### config.mk
export PLATFORM = sky130hd
export DESIGN_NAME = sat_counter
export DESIGN_NICKNAME = d
export VERILOG_FILES = /design/src/rtl/fifo_seq_checker_sat_counter.sv
export SDC_FILE = /design/constraint.sdc
export NUM_CORES = 1
export LEC_CHECK = 0
export ABC_CLOCK_PERIOD_IN_PS = 2200
export CAP_MARGIN = 25
export CORE_AREA = 5 5 42 44
export DETAILED_ROUTE_END_ITERATION = 6
export DIE_AREA = 0 0 47 49
export DONT_BUFFER_PORTS = 1
export PLACE_DENSITY_LB_ADDON = 0.25
export SYNTH_ARGS = -nofsm -noshare
export SYNTH_HDL_FRONTEND = slang
export SYNTH_SLANG_ARGS = --single-unit
### constraint.sdc
create_clock -name clk -period 2.2 [get_ports clk]
set_clock_uncertainty 0.1 [all_clocks]
set_input_delay 0.44 -clock clk [delete_from_list [all_inputs] [get_ports clk]]
set_output_delay 0.44 -clock clk [all_outputs]
set_load 0.01 [all_outputs]
### src/rtl/fifo_seq_checker_sat_counter.sv
// sat_counter: up-counter with synchronous clear that either saturates or wraps at all ones.
module sat_counter #(
  parameter int W = 16,
  parameter bit SAT = 1'b0
) (
  input  logic         clk,
  input  logic         rst_n,
  input  logic         clr_i,
  input  logic         inc_i,
  output logic [W-1:0] cnt_o
);
  logic [W-1:0] cnt_q, cnt_d;
  assign cnt_o = cnt_q;
  always_comb cnt_d = clr_i ? '0 : (inc_i && !(SAT && &cnt_q)) ? cnt_q + W'(1) : cnt_q;
  always_ff @(posedge clk) cnt_q <= !rst_n ? '0 : cnt_d;
endmodule

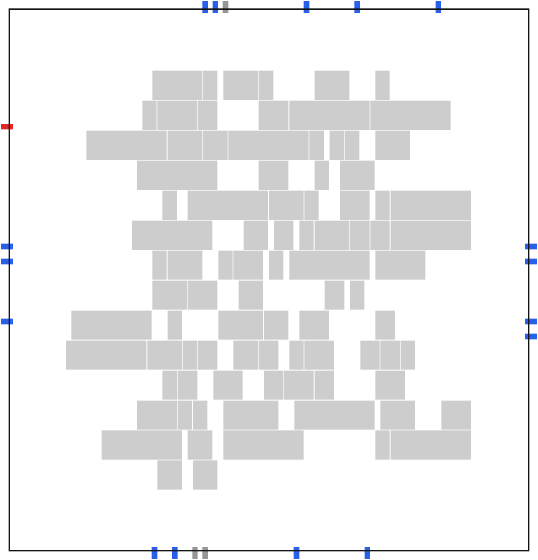
Fig. 1. Pin map (run 1).
Pins as bars across the die edge, other pins in grey.
Key: blue = cnt_o [pins 16, direction output, edge 5 north, 4 south, 4 east, 3 west]; red = clk [pins 1, direction input, edge west]
die width: 47 um
Port Buffers: 0
die extent in y: 49 um

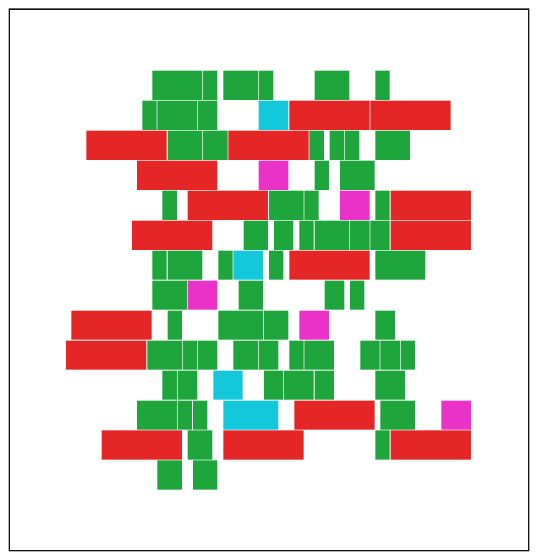
Fig. 2. Cell classes on the final placement (run 1).
Key: cyan = clock drivers and dummy loads [cells 4, share of their area 4.7%]; red = registers [cells 16, share of their area 41%]; magenta = remaining buffers and delay cells [cells 5, share of their area 4.8%]; green = remaining logic cells [cells 64, share of their area 49%]
count of standard-cell rows: 14
Seq area share: 40.3%

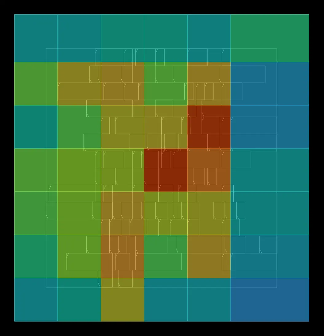
Fig. 3. Congestion heat map (run 1).
GRT Total Usage: 13.5%
met1 Resource Use GR: 16.9%
gr busiest metal: met2

==> reports/qor.yml, run 1 <==
cells_and_area:
  logic_area_um2: 365
  final_common_cell: "dfxtp_1"
  inverters_excl_clock: 4
  num-multi-input-gates: 60
  seqCellArea_um2: 320
  largest_class: "logic gates"
  fin_nets: 95
  clock_area_share_pct: 4.57
  buf_share_pct: 4.72
  final_cell_mix: "dfxtp_1, nor2_1, xnor2_1"
  buffers: 5
  drive_gt1_share_pct: 14.6
  fillers: 129
  area_growth_pct: 12.2
  comb_share_pct: 46.0
  fin_cells: 105
  diodes: 0
  nClkBuffers: 4
  flops: 16
  largest_register_ffs: 16
clock_network:
  cts_max_path_buffers: 2
  clk_pin_slew_ns: 0.10
  root_buffer: "clkbuf_4"
  numCtsBuffers: 3
  cts_tree: "yes"
  clk-insertion-delay-late_ns: 0.29
  htreeDepth: 1
  postCtsResizedCells: 0
  ctsHoldBuffers: 0
  clkSinkCount: 16
  cts_setup_buffers: 0
routing:
  vias: 571
  wl_per_cell_um: 13.3
  viasPerCell: 5.44
  maxUsedRoutingLayer: "met4"
  wl_met2_um: 659
  dr_wl_met3_um: 105
  firstDrtPassIters: 4
  drtIter0Drc: 9
  ant_nets: 0
  drt-met1-wl_um: 600
  routed_wl_mm: 1.40
  route.detailed.drc: 0
critical_path:
  critPathMaxFanout: 7
  required_ns: 2.32
  crit_path_end: "cnt_o[15]"
  critPathCaptureType: "flip-flop"
  start_kind: "flip-flop"
  reg2regPathDepth: 4
  r2r_end: "cnt_o[15]"
  criticalPathCategory: "reg -> reg"
  crit_start: "cnt_o[5]"
  cp.arrival_ns: 2.10
  r2r_slack_ns: 0.22
  rr_startpoint: "cnt_o[5]"
floorplan:
  n_tap_cell: 16
  io_pins: 20
  fp_util_pct: 50.5
  die_area_mm2: 0.00230
  core-area_mm2: 0.00140
timing:
  setup_viol: 0
  hold_viol: 0
  fmax_ghz: 0.505
  relSlewSlack_pct: 61.9
  fin_tns_setup_ns: 0
  slew_viol_final: 0
  worst_pin_slew_ns: 0.572
  min_period_ns: 1.98
  rsz0062_at_grt: "false"
  fin_crit_sh_pct: 90.0
logic_synthesis:
  fp_nets: 87
  numSynthFlops: 16
  xor_area_share_pct: 12.4
  syn_area_um2: 708
  ys_area_um2: 708
  async_flop_share_pct: 0
  ys_sh_aoi_pct: 8.83
  syn-instance-count: 82
  simple_gate_share_pct: 27.2
  yosysWarningCount: 0
  topCombFamilyByArea: "simple AND/OR/NAND/NOR gates"
  syn_area_per_cell_um2: 8.64
  postSynthSeqShare_pct: 45.2
  synth-edff-count: 0
  yosys_cells: 82
  ff_type: "dfxtp_1"
  adder_share_pct: 1.77
  synth_cell_types: 26
  synthMuxAreaShare_pct: 1.41
global_route:
  met2_usage_pct: 18.8
  met3_usage_pct: 6.27
  grt_pass1_wl_mm: 2.27
  antenna_found_initial: 0
  grt_max_degree: 17
  grt_pass1_vias: 510
  gr-total-overflow: 0
pwr:
  seq_power_share_pct: 58.9
  ir_drop_uv: 375
  pwr-share-comb_pct: 2.1
  switching_share_pct: 20.5
  pwr-share-clk_pct: 39.0
  p_sw_uw: 102
  p_leak_nw: 0.267
  p_per_area_mw_per_mm2: 626
  power.total_uw: 497
  p_int_uw: 395
worst_hold_path:
  hold_class: "in -> reg"
  min_path_cells: 2
flow_run:
  drv_cap: 0
  tool_warnings: 26
place:
  dp_cells: 101
  place_hpwl_mm: 1.01
  place.gp.congestion: 0.707
run_status:
  status: "complete, no violations"
[run 1: through the flow]
stage | worst slack (ns) | util (%) | hold WS, ns | cell area [um^2]
after detailed placement | 0.234 | 54.1 | 0.429 | 758
final | 0.220 | 56.7 | 0.208 | 795
after CTS | 0.215 | 56.7 | 0.210 | 795
after global routing | 0.0543 | 56.7 | 0.219 | 795
after global placement | 0.290 | 54.1 | 0.417 | 758
after floorplan | 0.356 | - | 0.396 | 708
[run 1: power groups by stage]
stage	registers, mW	logic (mW)	clock network (mW)
after global routing	0.293	0.0121	0.213
after global placement	0.300	0.0103	0
final	0.293	0.0102	0.194
after CTS	0.293	0.0106	0.197
after detailed placement	0.300	0.0105	0
after floorplan	0.299	0.00947	0
[run 1: worst max-delay path, cell delays in order (launching register included)]
cell and delay (ns):
dfxtp_1 0.51, nand4_2 0.20, or4_4 0.56, or4_1 0.40, a21oi_1 0.14
[run 1: how the worst min path moves through the flow]
stage                     startpoint   endpoint  slack [ns]
after floorplan            cnt_o[15]  cnt_o[15]        0.40
after global placement     cnt_o[15]  cnt_o[15]        0.42
after detailed placement   cnt_o[15]  cnt_o[15]        0.43
after CTS                      inc_i   cnt_o[0]        0.21
after global routing           inc_i   cnt_o[1]        0.22
final                          inc_i   cnt_o[0]        0.21
[run 1: Yosys cell counts (2+ instances only)]
master | n | share of area [%]
a21oi_1 | 4 | 2.8
clkbuf_1 | 2 | 1.1
dfxtp_1 | 16 | 45
inv_1 | 4 | 2.1
nand2_1 | 6 | 3.2
nand3_1 | 3 | 2.1
nor2_1 | 14 | 7.4
nor3_1 | 4 | 2.8
nor4_1 | 3 | 2.7
o21ai_0 | 2 | 1.4
xnor2_1 | 9 | 11
Fig. 4: run 1, routed metal per tile
Bar = 10 um. 9 x 10 tiles, from dark blue (low) to red (high), scaled to the fullest tile. Values are wire area over tile area, all layers added.
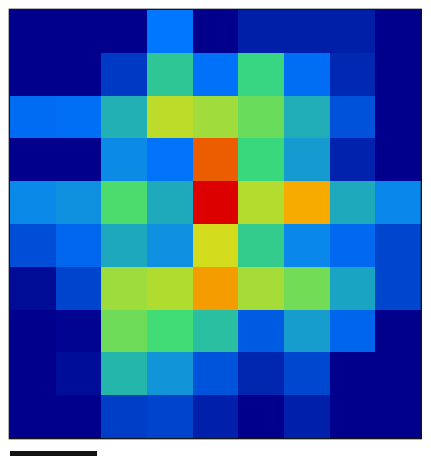

## Run 2: what changed since run 1
ABC_AREA = 1   (was not set)
CORE_AREA = 5 5 44 46   (was 5 5 42 44)
DIE_AREA = 0 0 49 51   (was 0 0 47 49)
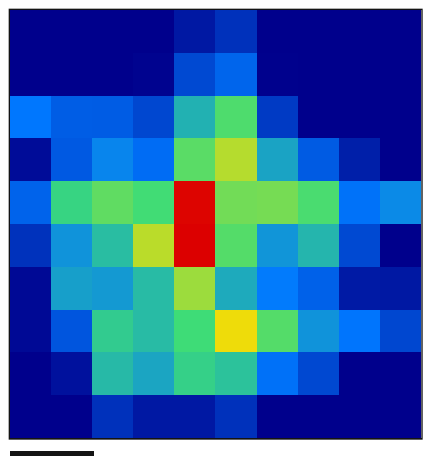
Fig. 5. Routed metal per tile (run 2).
Bar = 10 um. 10 x 10 tiles, from dark blue (low) to red (high), scaled to the fullest tile. Values are wire area over tile area, all layers added.
The emptiest ninth of the die: north-east. The fullest tile reaches 0.53. 32% of the tiles are nearly empty.
Total Routed Length: 1.77 mm
via count: 762
routed len/inst: 12.5 um
GRT Total Usage: 15.9%

==> run 2 against run 1 <==
  * Utilization increased by 2.6 points
  * Via count increased by 33%
  * Setup slack better by 0.47 ns
  * Largest power group unchanged
  * Critical path depth is 2 higher
  * Die size up 8.5%
  * Count of clock-buffer cells in the layout unchanged
  * Non-clock buffer count down 4
  * Synthesized cell count rose by 49%
  * Design area rose by 9.8%
  * Final cell count up 35%
  * Wire length increased by 27%
  * Fmax is 31% higher
==> reports/qor.yml, run 2 <==
timing:
  hold_viol: 0
  slew_viol_final: 0
  worst_pin_slew_ns: 0.292
  timing.hold.ws_ns: 0.174
  min_period_ns: 1.51
  setup_viol: 0
  fin_ws_ns: 0.692
  fin_tns_setup_ns: 0
  relSlewSlack_pct: 80.5
  fmax_ghz: 0.663
  rsz0062_at_grt: "false"
pwr:
  switching_share_pct: 21.9
  p_per_area_mw_per_mm2: 581
  seq_power_share_pct: 57.7
  ir_drop_uv: 333
  pwr-share-comb_pct: 2.8
  p_sw_uw: 111
  power.total_uw: 507
  pwr-share-clk_pct: 39.5
  p_int_uw: 396
global_route:
  grt_pass1_wl_mm: 3.09
  met2_usage_pct: 25.7
  busiest_layer: "met2"
  grt_pass1_vias: 693
  grt_max_degree: 10
  gr-total-overflow: 0
  use_met1_pct: 18.9
  met3_usage_pct: 4.36
  antenna_found_initial: 0
critical_path:
  start_kind: "flip-flop"
  crit_chain: "ha_1, nand2_1, nor2_4, nand3_1, o21ai_0, nor2_1"
  slowest_delay_ns: 0.45
  critPathMaxFanout: 5
  cp.arrival_ns: 1.61
  critPathCaptureType: "flip-flop"
  critical_path.top_delay_family: "flip-flops"
  critPathBufInv: 0
  r2r_slack_ns: 0.69
  required_ns: 2.30
  slowest_stage: "dfxtp_1"
  criticalPathCategory: "reg -> reg"
clock_network:
  root_buffer: "clkbuf_4"
  cts_tree: "yes"
  clk_pin_slew_ns: 0.10
  cts_setup_buffers: 0
  ctsHoldBuffers: 0
  clkSinkCount: 16
  cts_max_path_buffers: 2
  htreeDepth: 1
  clk-insertion-delay-late_ns: 0.30
  numCtsBuffers: 3
  postCtsResizedCells: 0
logic_synthesis:
  synth-edff-count: 0
  ys_area_um2: 816
  syn_area_um2: 816
  synth_area_leader_cell: "dfxtp_1"
  synth_cell_types: 18
  postSynthSeqShare_pct: 39.3
  syn_area_per_cell_um2: 6.69
  ff_type: "dfxtp_1"
  yosysTopAreaCellShare_pct: 39.3
  fp_nets: 127
  numSynthFlops: 16
  syn-instance-count: 122
  async_flop_share_pct: 0
  common_cells: "nand2_1, nor2_1, dfxtp_1, inv_1, nand3_1"
  yosys_cells: 122
  yosysWarningCount: 0
  topCellsByArea: "dfxtp_1, nand2_1, nor2_1"
  top_cell: "nand2_1"
place:
  postPlaceCellArea_um2: 836
  dp_cells: 138
  place.gp.congestion: 0.769
  dp_slack_ns: 0.746
  port_buffers: 0
  place_hpwl_mm: 1.31
run_status:
  status: "complete, no violations"
cells_and_area:
  largest_register_ffs: 16
  fillers: 154
  final_common_cell: "nand2_1"
  fin_cells: 142
  design_area_um2: 872
  drive_gt1_share_pct: 11.1
  area_growth_pct: 6.90
  final_cell_mix: "nand2_1, nor2_1, inv_1, dfxtp_1, nand3_1"
  diodes: 0
  utilization_pct: 59.3
  fin_nets: 132
flow_run:
  tool_warnings: 26
  drv_cap: 0
floorplan:
  fp_util_pct: 55.4
  core-area_mm2: 0.00147
  io_pins: 20
  die_w_um: 49
  rows: 14
  chipHeight_um: 51
routing:
  route.detailed.drc: 0
  maxUsedRoutingLayer: "met4"
  viasPerCell: 5.37
  firstDrtPassIters: 4
  ant_nets: 0
  wl_met2_um: 829
  dr_wl_met3_um: 168
  drtIter0Drc: 17
  drt-met1-wl_um: 745
worst_hold_path:
  hold_class: "in -> reg"
-- run 2: cell types whose count changed after synthesis, sizes merged, moves of 3 or more --
cell | before | now
o21bai | 0 | 3
nor4 | 3 | 0
nand3 | 3 | 9
xnor2 | 9 | 0
nor2 | 14 | 27
nor3 | 4 | 1
nand2 | 6 | 32
inv | 4 | 16
a21oi | 4 | 7
-- run 2: worst reg2reg max path: cells and delay by family (launching register included) --
family	cells	cell delay [ns]
DFF	1	0.45
adders and majority gates	1	0.23
AOI/OAI and AO/OA	1	0.20
and+or+nand+nor	4	0.42
-- run 2: logic make-up (layout without fill, tap and decap cells) --
family | count (synthesis) | count (layout) | synth area share, %
AOI/OAI and AO/OA | 15 | 15 | 10.9
xor gates and xnor gates | 2 | 2 | 2.15
adders and majority gates | 1 | 1 | 1.53
buffers and inverters | 17 | 21 | 8.28
DFF | 16 | 16 | 39.3
and+or+nand+nor | 71 | 71 | 37.9
-- run 2: final timing paths --
| check | startpoint | cells after the start | endpoint |
|---|---|---|---|
| worst max-delay path | cnt_o[0] | 6 | cnt_o[14] |
| worst max register to register | cnt_o[0] | 6 | cnt_o[14] |
| worst min-delay path | inc_i | 2 | cnt_o[1] |
| worst min register to register | cnt_o[1] | 2 | cnt_o[1] |
-- run 2: power groups by stage --
stage	Combinational (mW)	Clock (mW)	Sequential, mW
after floorplan	0.0119	0	0.299
after global placement	0.0135	0	0.299
after detailed placement	0.0138	0	0.300
after CTS	0.0141	0.202	0.293
after global routing	0.0162	0.219	0.293
final	0.0142	0.200	0.293
-- run 2: cell type report --
type / count / area [um^2] / area share, %
clock buffers: 4 / 36.3 / 4.16
repair buffers: 1 / 7.51 / 0.861
well taps: 16 / 20.0 / 2.30
multi-input cells: 89 / 428 / 49.1
flip-flops and latches: 16 / 320 / 36.7
inverters: 16 / 60.1 / 6.89
Power and IR drop assume default switching activity.
